**src/rtl/mem_arb_pkg.sv**
```systemverilog
// Shared types and width helpers for the memory-port arbiter.
package mem_arb_pkg;

  typedef enum logic [1:0] {
    ST_IDLE    = 2'd0,
    ST_BUSY    = 2'd1,
    ST_RELEASE = 2'd2
  } arb_state_e;

  // Top tag bits that mark RAM space when all ones
  localparam int MEM_SPACE_BITS = 7;

  function automatic int idx_w(input int n);
    return (n > 1) ? $clog2(n) : 1;
  endfunction

  function automatic int tag_w(input int pa, input int line_len);
    return pa - $clog2(line_len);
  endfunction

  function automatic int cnt_w(input int tmo);
    return (tmo > 0) ? $clog2(tmo + 1) : 1;
  endfunction

  localparam int DEF_NREQ = 3;
  localparam int DEF_TW   = tag_w(22, 4);
  localparam int DEF_IW   = idx_w(DEF_NREQ);

endpackage

```
**src/rtl/mem_arb_rr_pick.sv**
```systemverilog
// Combinational one-hot picker: scans req_i from start_i (round-robin) or 0 (fixed), with wrap.
module rr_pick
  import mem_arb_pkg::*;
#(
  parameter int N  = 3,
  parameter int IW = idx_w(N)
) (
  input  logic [N-1:0]  req_i,
  input  logic [IW-1:0] start_i,
  input  logic          rr_i,
  output logic [N-1:0]  oh_o,
  output logic [IW-1:0] idx_o,
  output logic          any_o
);

  always_comb begin : pick_blk
    int base;
    int pos;
    oh_o  = '0;
    idx_o = '0;
    any_o = 1'b0;
    base  = rr_i ? int'(start_i) : 0;
    pos   = 0;
    for (int k = 0; k < N; k++) begin
      pos = base + k;
      if (pos >= N) pos = pos - N;
      if (!any_o && req_i[pos]) begin
        any_o     = 1'b1;
        oh_o[pos] = 1'b1;
        idx_o     = IW'(pos);
      end
    end
  end

endmodule

```
**src/rtl/mem_arb.sv**
```systemverilog
// Arbitrates NREQ cache-line requesters onto one qspi memory port, with watchdog abort.
module mem_arb
  import mem_arb_pkg::*;
#(
  parameter int  NREQ        = 3,
  parameter int  PA          = 22,
  parameter int  LINE_LENGTH = 4,
  parameter int  RR          = 1,
  parameter int  TMO         = 1023,
  localparam int TW          = tag_w(PA, LINE_LENGTH)
) (
  input  logic                 clk,
  input  logic                 reset,
  input  logic [NREQ-1:0]      req,
  input  logic [NREQ-1:0]      write,
  input  logic [NREQ*TW-1:0]   tag,
  output logic [NREQ-1:0]      grant,
  output logic [NREQ-1:0]      done,
  output logic [NREQ-1:0]      fault,
  output logic [NREQ-1:0]      wstrobe,
  output logic [NREQ-1:0]      rstrobe,
  output logic                 q_req,
  output logic                 q_write,
  output logic                 q_i_d,
  output logic [TW-1:0]        q_tag,
  output logic                 q_mem,
  input  logic                 q_wstrobe,
  input  logic                 q_rstrobe,
  input  logic                 q_done
);

  localparam int IW = idx_w(NREQ);
  localparam int CW = cnt_w(TMO);

  arb_state_e      state_q;
  logic [NREQ-1:0] grant_q;
  logic [IW-1:0]   rr_ptr_q;
  logic            q_req_q, q_write_q, q_i_d_q, q_mem_q;
  logic [TW-1:0]   q_tag_q;
  logic [CW-1:0]   wdog_q;

  logic [TW-1:0]   tag_a [NREQ];
  logic [IW-1:0]   start_d;
  logic [NREQ-1:0] pick_oh;
  logic [IW-1:0]   pick_idx;
  logic            pick_any;
  logic            busy, tmo_hit;

  for (genvar g = 0; g < NREQ; g++) begin : g_tag
    assign tag_a[g] = tag[g*TW +: TW];
  end

  // Pointer holds the last winner; reset value NREQ-1 makes channel 0 first.
  assign start_d = (rr_ptr_q == IW'(NREQ - 1)) ? '0 : rr_ptr_q + 1'b1;

  rr_pick #(.N(NREQ), .IW(IW)) u_pick (
    .req_i  (req),
    .start_i(start_d),
    .rr_i   (RR != 0),
    .oh_o   (pick_oh),
    .idx_o  (pick_idx),
    .any_o  (pick_any)
  );

  assign busy    = (state_q == ST_BUSY);
  assign tmo_hit = (TMO != 0) && busy && (wdog_q == CW'(TMO));

  always_ff @(posedge clk or negedge reset) begin
    if (!reset) begin
      state_q   <= ST_IDLE;
      grant_q   <= '0;
      rr_ptr_q  <= IW'(NREQ - 1);
      q_req_q   <= 1'b0;
      q_write_q <= 1'b0;
      q_i_d_q   <= 1'b0;
      q_mem_q   <= 1'b0;
      q_tag_q   <= '0;
      wdog_q    <= '0;
    end else begin
      case (state_q)
        ST_IDLE: if (pick_any) begin
          state_q   <= ST_BUSY;
          grant_q   <= pick_oh;
          rr_ptr_q  <= pick_idx;
          q_req_q   <= 1'b1;
          q_write_q <= write[pick_idx];
          q_i_d_q   <= (pick_idx == '0);
          q_tag_q   <= tag_a[pick_idx];
          q_mem_q   <= &tag_a[pick_idx][TW-1 -: MEM_SPACE_BITS];
          wdog_q    <= '0;
        end
        ST_BUSY: begin
          // q_done takes precedence over a coincident timeout
          if (q_done || tmo_hit) begin
            state_q   <= ST_RELEASE;
            grant_q   <= '0;
            q_req_q   <= 1'b0;
            q_write_q <= 1'b0;
            q_i_d_q   <= 1'b0;
            q_mem_q   <= 1'b0;
          end else begin
            wdog_q <= wdog_q + 1'b1;
          end
        end
        ST_RELEASE: state_q <= ST_IDLE;
        default:    state_q <= ST_IDLE;
      endcase
    end
  end

  assign grant   = grant_q;
  assign done    = grant_q & {NREQ{busy & q_done}};
  assign fault   = grant_q & {NREQ{tmo_hit & ~q_done}};
  assign wstrobe = grant_q & {NREQ{busy & q_wstrobe}};
  assign rstrobe = grant_q & {NREQ{busy & q_rstrobe}};
  assign q_req   = q_req_q;
  assign q_write = q_write_q;
  assign q_i_d   = q_i_d_q;
  assign q_tag   = q_tag_q;
  assign q_mem   = q_mem_q;

endmodule
```
**config.mk**
```make
export PLATFORM = sky130hd
export DESIGN_NAME = mem_arb
export DESIGN_NICKNAME = d
export VERILOG_FILES = /design/src/rtl/mem_arb_pkg.sv /design/src/rtl/mem_arb_rr_pick.sv /design/src/rtl/mem_arb.sv
export SDC_FILE = /design/constraint.sdc
export NUM_CORES = 1
export LEC_CHECK = 0
export CAP_MARGIN = 20
export CORE_MARGIN = 4
export CORE_UTILIZATION = 38
export DETAILED_ROUTE_END_ITERATION = 7
export PLACE_DENSITY = 0.74
export SLEW_MARGIN = 20
export SYNTH_ARGS = -nofsm -noshare
export SYNTH_HDL_FRONTEND = slang
export SYNTH_SLANG_ARGS = --single-unit
```
**constraint.sdc**
```tcl
create_clock -name clk -period 2.5 [get_ports clk]
set_input_delay 0.25 -clock clk [delete_from_list [all_inputs] [get_ports clk]]
set_output_delay 0.25 -clock clk [all_outputs]
set_load 0.005 [all_outputs]
```
==> run summary, run 1 <==
Notes on the physical design

The run finished with clean final reports. The register bit total from synthesis is 41. Yosys printed 0 warnings. The antenna diode count is 0. The endpoint of the most critical register-to-register path is q_mem$_DFFE_PN0P_. The worst setup path is launched from a flop.

Detailed-route iteration 0 reported a violation count of 111. The floorplan core area is 6310 um2. For this run the aggregate overflow at the end of global routing stands at 0. The area fraction of the largest cell type after synthesis is 40.6%. Ranked by total cell area, the synthesized netlist is headed by dfrtp_1, nand2_1, and3_1.

Entering global routing, the biggest net connects 42 pins. The clock network consumes a total of 424 uW. The final antenna-violating net count is 0.

The net count of the finished layout is 459. The required time reported for the critical path endpoint is 2250 ps. The sum of met2 wire segment lengths after detailed routing is 3.84 mm. The via count of the first global-routing pass came to 2369.

The number of max-slew violations in the final report is 0. The width of the die is 88.6 um. Looking at area per cell type in the netlist, the leader is dfrtp_1. The reported leakage power is 0.00161 uW.

In the Yosys report the total cell count is 277. The area overhead of the layout relative to synthesis is 51.3%. The most critical min-delay path falls under input pin to asynchronous set/reset pin. TritonCTS built the clock tree. The pre-placement core utilization is 39.1%.
run 1: cells by family after synthesis:
family / after synthesis / synth area share, %
flip-flops: 41 / 41.6
AND-OR/OR-AND: 75 / 23.7
adder cells (fa/ha/maj): 1 / 0.507
AND/OR/NAND/NOR: 132 / 26.8
XOR/XNOR: 6 / 2.13
buffers and inverters: 22 / 5.17
run 1: cell usage after synthesis, types with 2 or more instances:
| master | n |
|---|---|
| o21ai_1 | 4 |
| o211ai_1 | 5 |
| nand3_1 | 9 |
| nor2_1 | 23 |
| nor2b_1 | 2 |
| nand3b_1 | 6 |
| buf_4 | 3 |
| xnor2_1 | 4 |
| o2111ai_1 | 2 |
| a221o_2 | 5 |
| buf_2 | 7 |
| buf_6 | 2 |
| inv_1 | 3 |
| a211oi_1 | 15 |
| nand2b_1 | 3 |
| and3_1 | 24 |
| xor2_1 | 2 |
| nand2_1 | 50 |
| nand4_1 | 2 |
| o21ai_0 | 4 |
| dfrtp_1 | 40 |
| a21oi_1 | 9 |
| clkbuf_1 | 6 |
| o31ai_1 | 16 |
| and2_1 | 4 |
run 1: flip-flops by register name (all words and copies together), names as in the netlist:
| register | flops |
|---|---|
| grant | 3 |
| q_i_d | 1 |
| q_mem | 1 |
| q_req | 1 |
| q_tag | 20 |
| q_write | 1 |
| rr_ptr_q | 2 |
| state_q | 2 |
| wdog_q | 10 |
run 1: layout make-up:
class                   instances  area, um2  share of cell area [%]
clock buffers                   6       72.6                    1.94
clock inverters                 2       10.0                   0.268
repair buffers                122       1180                    31.7
multi-input cells             214       1330                    35.7
well taps                      77       96.3                    2.58
flip-flops and latches         41       1030                    27.5
inverters                       3       11.3                   0.302
run 1: worst max-delay path: cells and delay by family, from the launching register on:
family                 cells  cell delay [ps]
and+or+nand+nor            3              870
buffers and inverters      1              490
DFF                        1              400
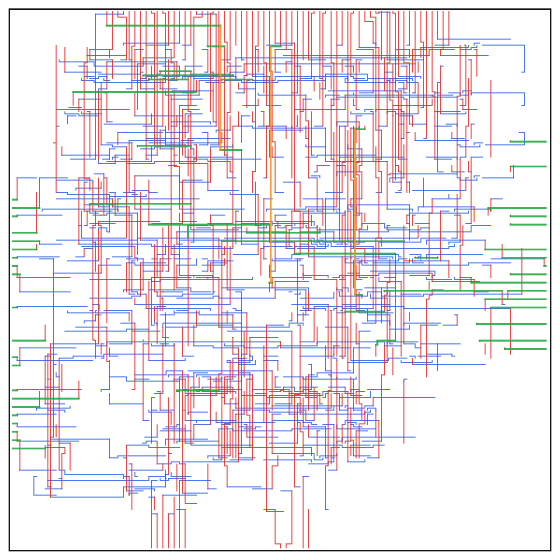
Run 1: metal layers overlaid
metal 1 -> blue  # wire length 3440 um
metal 4 -> orange  # wire length 86.4 um
metal 2 -> red  # wire length 3840 um
metal 3 -> green  # wire length 401 um

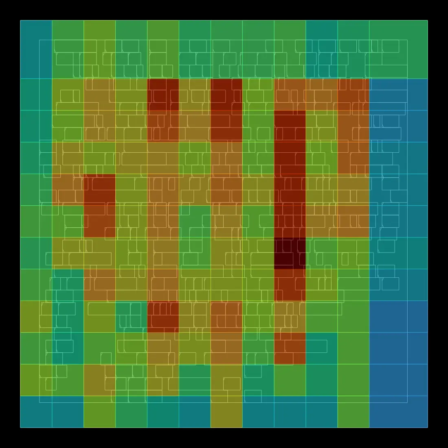
Run 1: routing congestion
met1 Usage GRT: 27.3%
Post-Route Utilization: 59.1%
met2 capacity usage during global routing: 29.8%

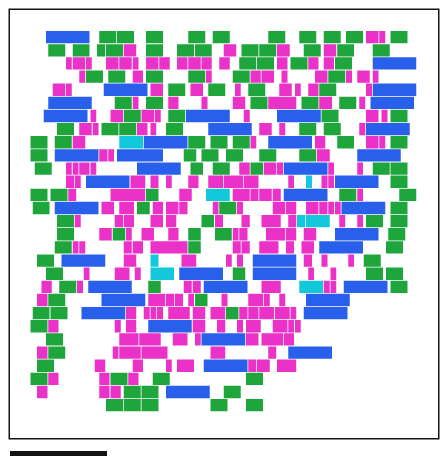
Run 1: cell classes on the final placement
The bar under the picture is 20 um long.
clock drivers and dummy loads -> cyan  # cells 8, share of their area 2.3%
combinational and other logic -> magenta  # cells 217, share of their area 37%
sequential cells -> blue  # cells 41, share of their area 28%
remaining buffers and delay cells -> green  # cells 122, share of their area 33%

Run 1, clock wires, drivers and flops:
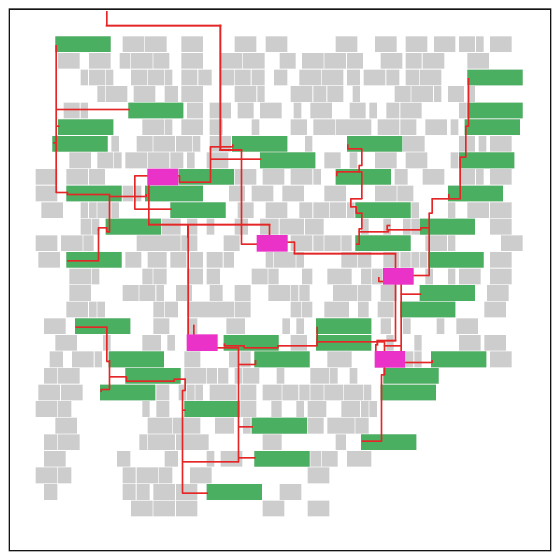

==> run 1 -> run 2 <==
--- a/config.mk
+++ b/config.mk
@@ -9,7 +9,7 @@
 export CORE_MARGIN = 4
 export CORE_UTILIZATION = 38
 export DETAILED_ROUTE_END_ITERATION = 7
-export PLACE_DENSITY = 0.74
+export PLACE_DENSITY = 0.77
 export SLEW_MARGIN = 20
 export SYNTH_ARGS = -nofsm -noshare
 export SYNTH_HDL_FRONTEND = slang
==> constraint.sdc (replaced) <==
create_clock -name clk -period 1.99 [get_ports clk]
set_input_delay 0.199 -clock clk [delete_from_list [all_inputs] [get_ports clk]]
set_output_delay 0.199 -clock clk [all_outputs]
set_load 0.005 [all_outputs]
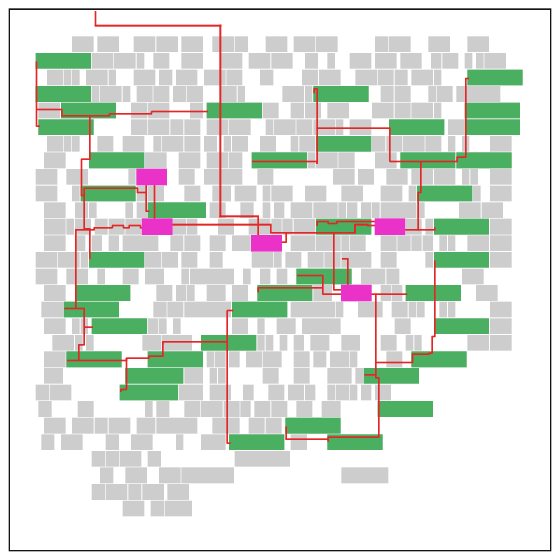
Run 2: clock wires, drivers and flops
clock drivers -> magenta  # count 5
flip-flops -> green  # count 41
clock wires -> red  # length 530 um
routed clock nets = 6

==> run summary, run 2 <==
Notes on the physical design

The region available for standard cell placement spans 6310 um2. After synthesis, the most frequently instantiated cells are nand2_1, dfrtp_1, and3_1. The data-path buffer share of cell area in the final layout is 34.4%. The number of clock buffers in the layout is 7. The final antenna-violating net count is 0. The overflow left after global routing is 0. The pre-placement core utilization is 39.1%. The non-clock inverter instance count of the final layout is 3.

The CTS tree is built. The power report puts the leakage power at 0.00180 uW. The total number of nets in the final design is 482. The yosys stat cell total is 277. The leading cell category by total area is multi-input combinational cells. The via count of the first global-routing pass was 2489.

The register with the most flip-flops in the layout has 20 of them. The register bit total from synthesis is 41. The sort of element at the start of the critical path is a flop.

Per the OpenROAD floorplan log, the width of the die is 88.6 um. The sequential cell area is 1030 um2. On the critical path the largest part of the delay comes from buffers and inverters. The path class of the tightest hold or removal check is input pin to asynchronous set/reset pin. The share of the synthesized area in the top cell type is 40.6%.

STA puts the critical path data required time at 1790 ps. For this run, the script counts the antenna cells in the layout as 0. The clock network power is 603 uW. Per the detailed-route log, wirelength across all metal layers totals 7.88 mm. In the final layout, the multi-input gates occupy 1400 um2. The leading cell type by number of instances after synthesis is nand2_1.

The final max-slew violation count recorded for this run is 0. The sum of met2 wire segment lengths after detailed routing is 4.02 mm. For this run, combinational gates with multiple inputs come to 214. The run finished with clean final reports. In the post-synthesis netlist, the biggest area contributors are dfrtp_1, nand2_1, and3_1.

The endpoint of the most critical register-to-register path is q_mem$_DFFE_PN0P_. The largest net degree at the start of global routing is 42. Of the total standard cell area in the layout, the sequential portion is 25.6%.

Measured on the final layout, the clock distribution area share stands at 2.52%. Tap insertion was completed with 77 tapcells. The number of synthesis warnings is 0.
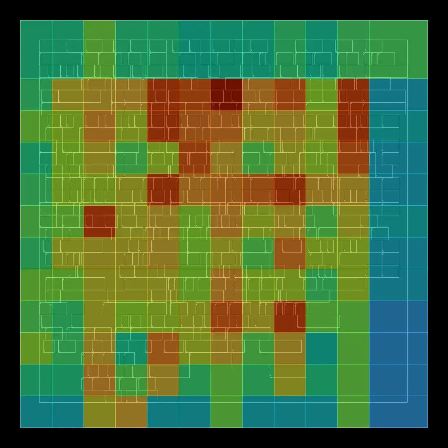
Run 2: routing congestion
grt peak-use layer: met2
met2 capacity usage during global routing: 33.0%
Post-Route Utilization: 63.7%
met1 Usage GRT: 26.4%
M3 GR Usage: 2.70%

-- run 2: cell types whose count changed in the layout (fill, tap and decap cells not counted), moves of 2 or more --
| cell | delta |
|---|---|
| buf_12 | +2 |
| buf_4 | +20 |
| clkdlybuf4s15_1 | +2 |
| clkbuf_8 | +2 |
| clkdlybuf4s50_1 | -4 |
| dfrtp_2 | +2 |
| dfrtp_1 | -2 |
-- run 2: worst max-delay path by stage --
stage / to / slack (ps) / depth (start not counted)
after global routing: fault[0] / -5 / 5
after CTS: q_mem$_DFFE_PN0P_ / 6 / 5
final: wstrobe[1] / 100 / 3
after global placement: fault[1] / -180 / 6
after floorplan: q_mem$_DFFE_PN0P_ / 230 / 7
after detailed placement: fault[1] / -190 / 6
-- run 2: routing by layer --
metal	vias up	track usage [%]
met3	6	2.70
met4	0	3.16
met2	71	33.0
li1	1283	-
met5	-	0
met1	1273	26.4
-- run 2: repair_timing --
action                                  in CTS  in global routing
buffers inserted                             3                  3
hold buffers                                 1                  0
endpoints found under the setup margin      12                 20
pin swaps                                    2                  6
gates resized                               11                  9
hold endpoints to repair                    40                  0
-- run 2: cells by family after synthesis --
| logic type | share of synthesized area (%) |
|---|---|
| compound gates | 23.7 |
| xor+xnor | 2.13 |
| flops | 41.6 |
| fa+ha+maj | 0.507 |
| simple gates | 26.8 |
| buf+inv | 5.17 |
-- run 2: per-stage QoR --
stage / setup TNS [ps] / instances / util (%) / hold slack, ps
3_5_place_dp: -733 / 473 / 60.0 / 191
3_3_place_gp: -533 / 473 / 60.0 / 190
5_1_grt: -4.79 / 488 / 63.7 / 419
6_report: 0 / 488 / 63.7 / 404
4_1_cts: 0 / 485 / 62.8 / 419
2_1_floorplan: 0 / 277 / - / -96.6
Power and IR drop assume default switching activity.
